### src/rtl/maze_pkg.sv
// Shared constants for the maze memory port: default address width, requester IDs, lock states.
package maze_pkg;
    localparam int MAZE_WIDTH = 6;
    localparam int REQ_SOLVER = 0;
    localparam int REQ_AUX    = 1;

    typedef enum logic [1:0] {
        LK_UNLOCKED = 2'd0,
        LK_LOCKED0  = 2'd1,
        LK_LOCKED1  = 2'd2
    } lock_state_e;
endpackage

### src/rtl/rr_arbiter2.sv
// 2-way round-robin pick (combinational, 0 cycles) plus last-winner pointer; never stalls,
// loser simply waits. Grants are forced to zero while rst is high.
module rr_arbiter2
    import maze_pkg::*;
(
    input  logic       clk,
    input  logic       rst,
    input  logic [1:0] req,
    output logic [1:0] gnt
);
    logic last_gnt_q, last_gnt_d;

    always_comb begin
        gnt = 2'b00;
        if (!rst) begin
            case (req)
                2'b01:   gnt = 2'b01;
                2'b10:   gnt = 2'b10;
                // Tie goes to whoever did not win the previous transfer.
                2'b11:   gnt = last_gnt_q ? 2'b01 : 2'b10;
                default: gnt = 2'b00;
            endcase
        end
        last_gnt_d = last_gnt_q;
        if (gnt[REQ_SOLVER])
            last_gnt_d = 1'b0;
        else if (gnt[REQ_AUX])
            last_gnt_d = 1'b1;
    end

    always_ff @(posedge clk or posedge rst) begin
        if (rst)
            last_gnt_q <= 1'b1;
        else
            last_gnt_q <= last_gnt_d;
    end
endmodule

### src/rtl/maze_port_arbiter.sv
// Arbitrates two requesters onto the maze memory port: command registered 1 cycle after accept,
// read data 2 cycles after; never stalls. Optional requester lock under `ifdef MAZE_ARB_LOCK_EN.
module maze_port_arbiter
    import maze_pkg::*;
#(
    parameter int maze_width = MAZE_WIDTH
) (
    input  logic                    clk,
    input  logic                    rst,
    input  logic [1:0]              req,
    input  logic [1:0]              we,
    input  logic [2*maze_width-1:0] row_req,
    input  logic [2*maze_width-1:0] col_req,
`ifdef MAZE_ARB_LOCK_EN
    input  logic [1:0]              lock,
`endif
    output logic [1:0]              gnt,
    output logic [1:0]              rvalid,
    output logic                    rdata,
    output logic [maze_width-1:0]   row,
    output logic [maze_width-1:0]   col,
    output logic                    maze_oe,
    output logic                    maze_we,
    input  logic                    maze_in
);
    logic [1:0]            req_eff;
    logic                  xfer, win;
    logic [maze_width-1:0] row_q, row_d, col_q, col_d;
    logic                  oe_q, oe_d, mwe_q, mwe_d;
    logic                  rd_vld_q, rd_vld_d, rd_own_q, rd_own_d;
    logic [1:0]            rvalid_q, rvalid_d;

`ifdef MAZE_ARB_LOCK_EN
    lock_state_e lock_q, lock_d;

    always_comb begin
        req_eff = req;
        case (lock_q)
            LK_LOCKED0: req_eff = req & 2'b01;
            LK_LOCKED1: req_eff = req & 2'b10;
            default:    req_eff = req;
        endcase
        // Every transfer re-decides the lock from the winner's lock bit.
        lock_d = lock_q;
        if (gnt[REQ_SOLVER])
            lock_d = lock[REQ_SOLVER] ? LK_LOCKED0 : LK_UNLOCKED;
        else if (gnt[REQ_AUX])
            lock_d = lock[REQ_AUX] ? LK_LOCKED1 : LK_UNLOCKED;
    end

    always_ff @(posedge clk or posedge rst) begin
        if (rst)
            lock_q <= LK_UNLOCKED;
        else
            lock_q <= lock_d;
    end
`else
    assign req_eff = req;
`endif

    rr_arbiter2 u_rr (
        .clk (clk),
        .rst (rst),
        .req (req_eff),
        .gnt (gnt)
    );

    assign xfer = |gnt;
    assign win  = gnt[REQ_AUX];

    always_comb begin
        row_d = row_q;
        col_d = col_q;
        oe_d  = 1'b0;
        mwe_d = 1'b0;
        if (xfer) begin
            row_d = win ? row_req[2*maze_width-1:maze_width] : row_req[maze_width-1:0];
            col_d = win ? col_req[2*maze_width-1:maze_width] : col_req[maze_width-1:0];
            oe_d  = ~we[win];
            mwe_d = we[win];
        end
        rd_vld_d = oe_d;
        rd_own_d = win;
        rvalid_d             = 2'b00;
        rvalid_d[REQ_SOLVER] = rd_vld_q & ~rd_own_q;
        rvalid_d[REQ_AUX]    = rd_vld_q & rd_own_q;
    end

    always_ff @(posedge clk or posedge rst) begin
        if (rst) begin
            row_q    <= '0;
            col_q    <= '0;
            oe_q     <= 1'b0;
            mwe_q    <= 1'b0;
            rd_vld_q <= 1'b0;
            rd_own_q <= 1'b0;
            rvalid_q <= 2'b00;
        end else begin
            row_q    <= row_d;
            col_q    <= col_d;
            oe_q     <= oe_d;
            mwe_q    <= mwe_d;
            rd_vld_q <= rd_vld_d;
            rd_own_q <= rd_own_d;
            rvalid_q <= rvalid_d;
        end
    end

    assign row     = row_q;
    assign col     = col_q;
    assign maze_oe = oe_q;
    assign maze_we = mwe_q;
    assign rvalid  = rvalid_q;
    assign rdata   = maze_in;
endmodule

### config.mk
export PLATFORM = sky130hd
export DESIGN_NAME = maze_port_arbiter
export DESIGN_NICKNAME = d
export VERILOG_FILES = /design/src/rtl/maze_pkg.sv /design/src/rtl/rr_arbiter2.sv /design/src/rtl/maze_port_arbiter.sv
export SDC_FILE = /design/constraint.sdc
export NUM_CORES = 1
export LEC_CHECK = 0
export CORE_MARGIN = 2
export CORE_UTILIZATION = 30
export DETAILED_ROUTE_END_ITERATION = 10
export GPL_ROUTABILITY_DRIVEN = 0
export PLACE_DENSITY = 0.67
export SYNTH_ARGS = -nofsm -noshare
export SYNTH_HDL_FRONTEND = slang
export SYNTH_HIERARCHICAL = 1
export SYNTH_SLANG_ARGS = --single-unit
### constraint.sdc
create_clock -name clk -period 2.5 [get_ports clk]
set_input_delay 0.5 -clock clk [delete_from_list [all_inputs] [get_ports clk]]
set_output_delay 0.5 -clock clk [all_outputs]
set_load 0.03 [all_outputs]
layer_met2.png
The bar under the picture is 20 um long.
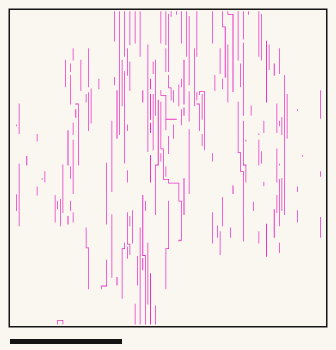
longest straight run: 24.8 um
wire length on this layer: 952 um
main direction: vertical
nets with wire on the layer: 127
share of all routed wire: 52%

layer_met3.png
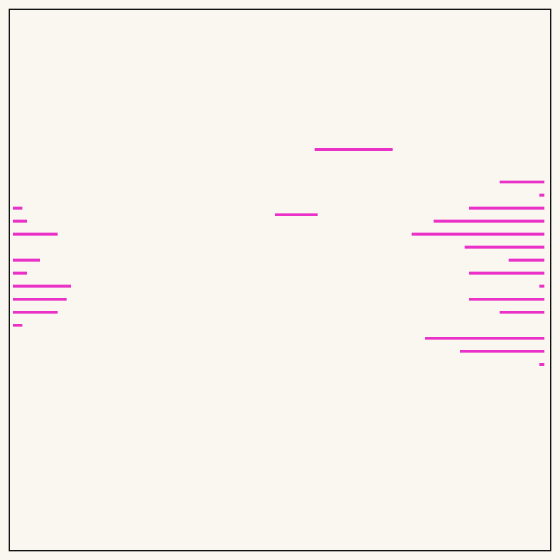
main direction: horizontal
share of all routed wire: 6.9%
nets with wire on the layer: 25

clocks.png
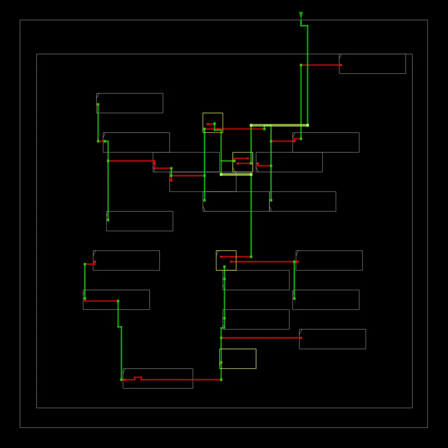
Clock Power: 0.000177 W
FF+latch count: 18

wires.png
The bar under the picture is 20 um long. Two of the layers only.
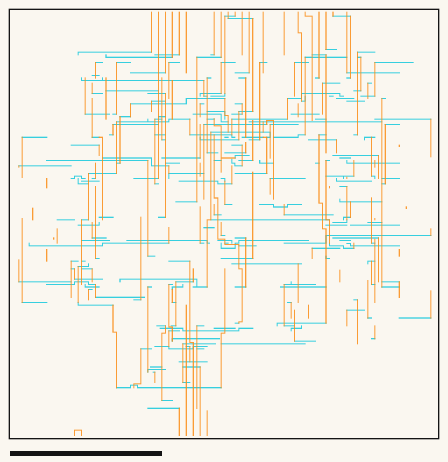
[cyan] metal 1 | wire length: 761 um
[orange] metal 2 | wire length: 952 um
gr usage total: 0.116
routed len/inst: 12.1 um

power_grid.png
The bar under the picture is 20 um long. Pins as bars on the die edge.
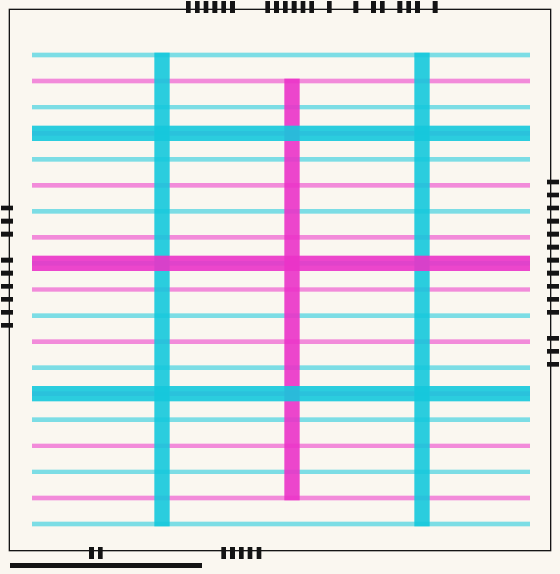
[cyan] VSS
[magenta] VDD
met5 straps: 3
signal pins: 50
met4 straps: 3
met1 rails: 19
rows: 18
chip height: 56.4 um
chip width: 56.4 um
Peak VDD IR: 0.357 mV

==> reports/results.txt <==
status: complete, no violations
clk buf depth: 2
gr ovfl total: 0
fraction of layout cells with a size suffix above 1: 0.0984
P_int: 0.000571 W
CTS Sinks: 18
R2R Setup Slk: 1.05 ns
vias in the first global route: 637
Vias/cell: 4.52
worst-case reg-to-reg path depth: 5
# DRC: 0
Seq/total area: 0.340
R2R Path End: col[1]
XOR Share, Synth: 0
number of logic gates: 48
dpl cells: 148
cell family with most CP delay: buffers and inverters
Final Max Tran Viols: 0
kind of critical path: primary input to output port
post-synthesis sequential area ratio: 0.549
DRT Pass-1 Iters: 4
CTS Hold Bufs: 0
H-Tree Depth: 1
mux share: 0.170
Nets: 154
Main logic family: multiplexers
clock slew at reported path FFs: 0.10 ns
CP Data Required Time: 2.00 ns
post-route cell area: 1330 sq um
post-CTS sizing: 0
sum of negative setup slack: 0 ns
Synth cell types: 17
Area Overhead vs Synth: 61.4%
largest net degree at the start of global routing: 29
Net Switching: 0.000269 W
RR Startpoint: u_rr/last_gnt_q
Finished Layout Cells: 152
min Tclk post-route: 1.99 ns
fp util: 0.324
via count: 687
Static Leak: 0.554 nW
final wirelength: 1.84 mm
Critical Path End Type: output port
FF+latch area: 452 sq um
number of nets at floorplan: 106
Worst Hold Depth: 1
final setup margin: 0.506 ns
Worst Skew: 0.00696 ns
power share of the clock group: 0.211
HP Class: flop to flop
Synth Area in Simple Gates: 0.105
dominant kind of cell: buffers
clk tree area frac: 0.0273
synthesis-stage register bit count: 18
Seq. pwr: 0.000359 W
Levels on crit path: 4
CP max stage delay: 0.49 ns
cell taking the most area after synthesis: dfrtp_1
AO/OA Area Share: 0.0942
nonclk buf count: 49
final cycle utilization of the critical path: 0.798
CTS tree: done
Commonest Layout Cell: clkdlybuf4s50_1
adder-cell share of the synthesized area: 0
Top pwr grp: sequential cells
final setup violation count: 0
Top Layout Cells: clkdlybuf4s50_1, dfrtp_1, mux2i_1, nand2_1, o21ai_1
Critical-path top delay cell: clkdlybuf4s50_1
clk ins delay skew pair: 0.29 ns
IO buf count: 47
Clock Root Buffer: clkbuf_4
placed inst area: 1290 sq um
final cell utilization of the core: 0.522
crit path DAT: 1.49 ns
Max Cap Viol: 0
hold path startpoint: rd_own_q
initial antenna violation count: 0
CTS Buf Count: 3
FMAX: 0.501 GHz
Comb pwr share: 0.361
Dominant cell area share: 0.517
Worst Setup EP: gnt[0]
Worst Tran Pin Value: 0.638 ns
CP cell instances: clkdlybuf4s50_1, nor2b_2, a21boi_2, buf_4
row count: 18
DRT antenna net count: 0
Worst Setup SP: req[0]
Post-DP HPWL: 1.39 mm
top cells, area: dfrtp_1, mux2i_1, o21ai_1, nand2_1, dfstp_2
inverters: 3
placeable core region: 2540 sq um
headroom to the max-slew limit: 0.574
count of buffer and inverter cells on the critical path: 2
pwr dens: 632 nW/um^2
switch share: 0.320
final hold vios: 0
part of the power in registers: 0.427
Syn Area/Cell: 11.0 sq um
clkbuf count: 4
crit path launch type: primary input
CP max FO: 2
num ports: 50
Setup Buffers After CTS: 0
Die Area: 3180 sq um
comb pwr: 0.000304 W
Tool Warnings: 26
Syn Inst Count: 75
non-clk buf share: 0.362
Hold Path Sink: rvalid[0]
starting DRC count in detailed routing: 7
Fillers: 240
WHS: 0.415 ns
Ys Warns: 6
area reported by Yosys stat: 823 sq um
# diodes: 0
logic share of the area: 0.234
# Taps: 30
Comb area: 312 sq um
RSZ-0062 raised after global routing: false
pre-CTS setup slack: 0.455 ns
global-route wire length before repair: 2.92 mm
# Cells Yosys: 75
Mapped Area: 823 sq um
-- layer usage --
layer  vias up  GRT usage  share of wire
met1       319      0.134           0.41
li1        341          -              -
met3         0     0.0323          0.069
met4         0     0.0510              0
met2        27      0.200           0.52
met5         -          0              0
-- synthesized netlist by cell type --
cell,number
nand2b_1,2
nor2b_2,1
buf_4,2
a21boi_1,1
inv_1,3
o21ai_0,2
dfstp_2,1
buf_12,1
dfrtp_1,17
and2_1,1
o21ai_1,11
nor2b_1,1
buf_2,2
a21oi_1,1
mux2i_1,14
nand2_1,14
buf_6,1
-- state kept, by name, indices dropped and copies added (netlist names) --
| register | count |
|---|---|
| col | 6 |
| row | 6 |
| rvalid | 2 |
| maze_we | 1 |
| rd_own_q | 1 |
| rd_vld_q | 1 |
| u_rr/last_gnt_q | 1 |
Power figures rest on the tool's default switching activity, not on a simulated workload.
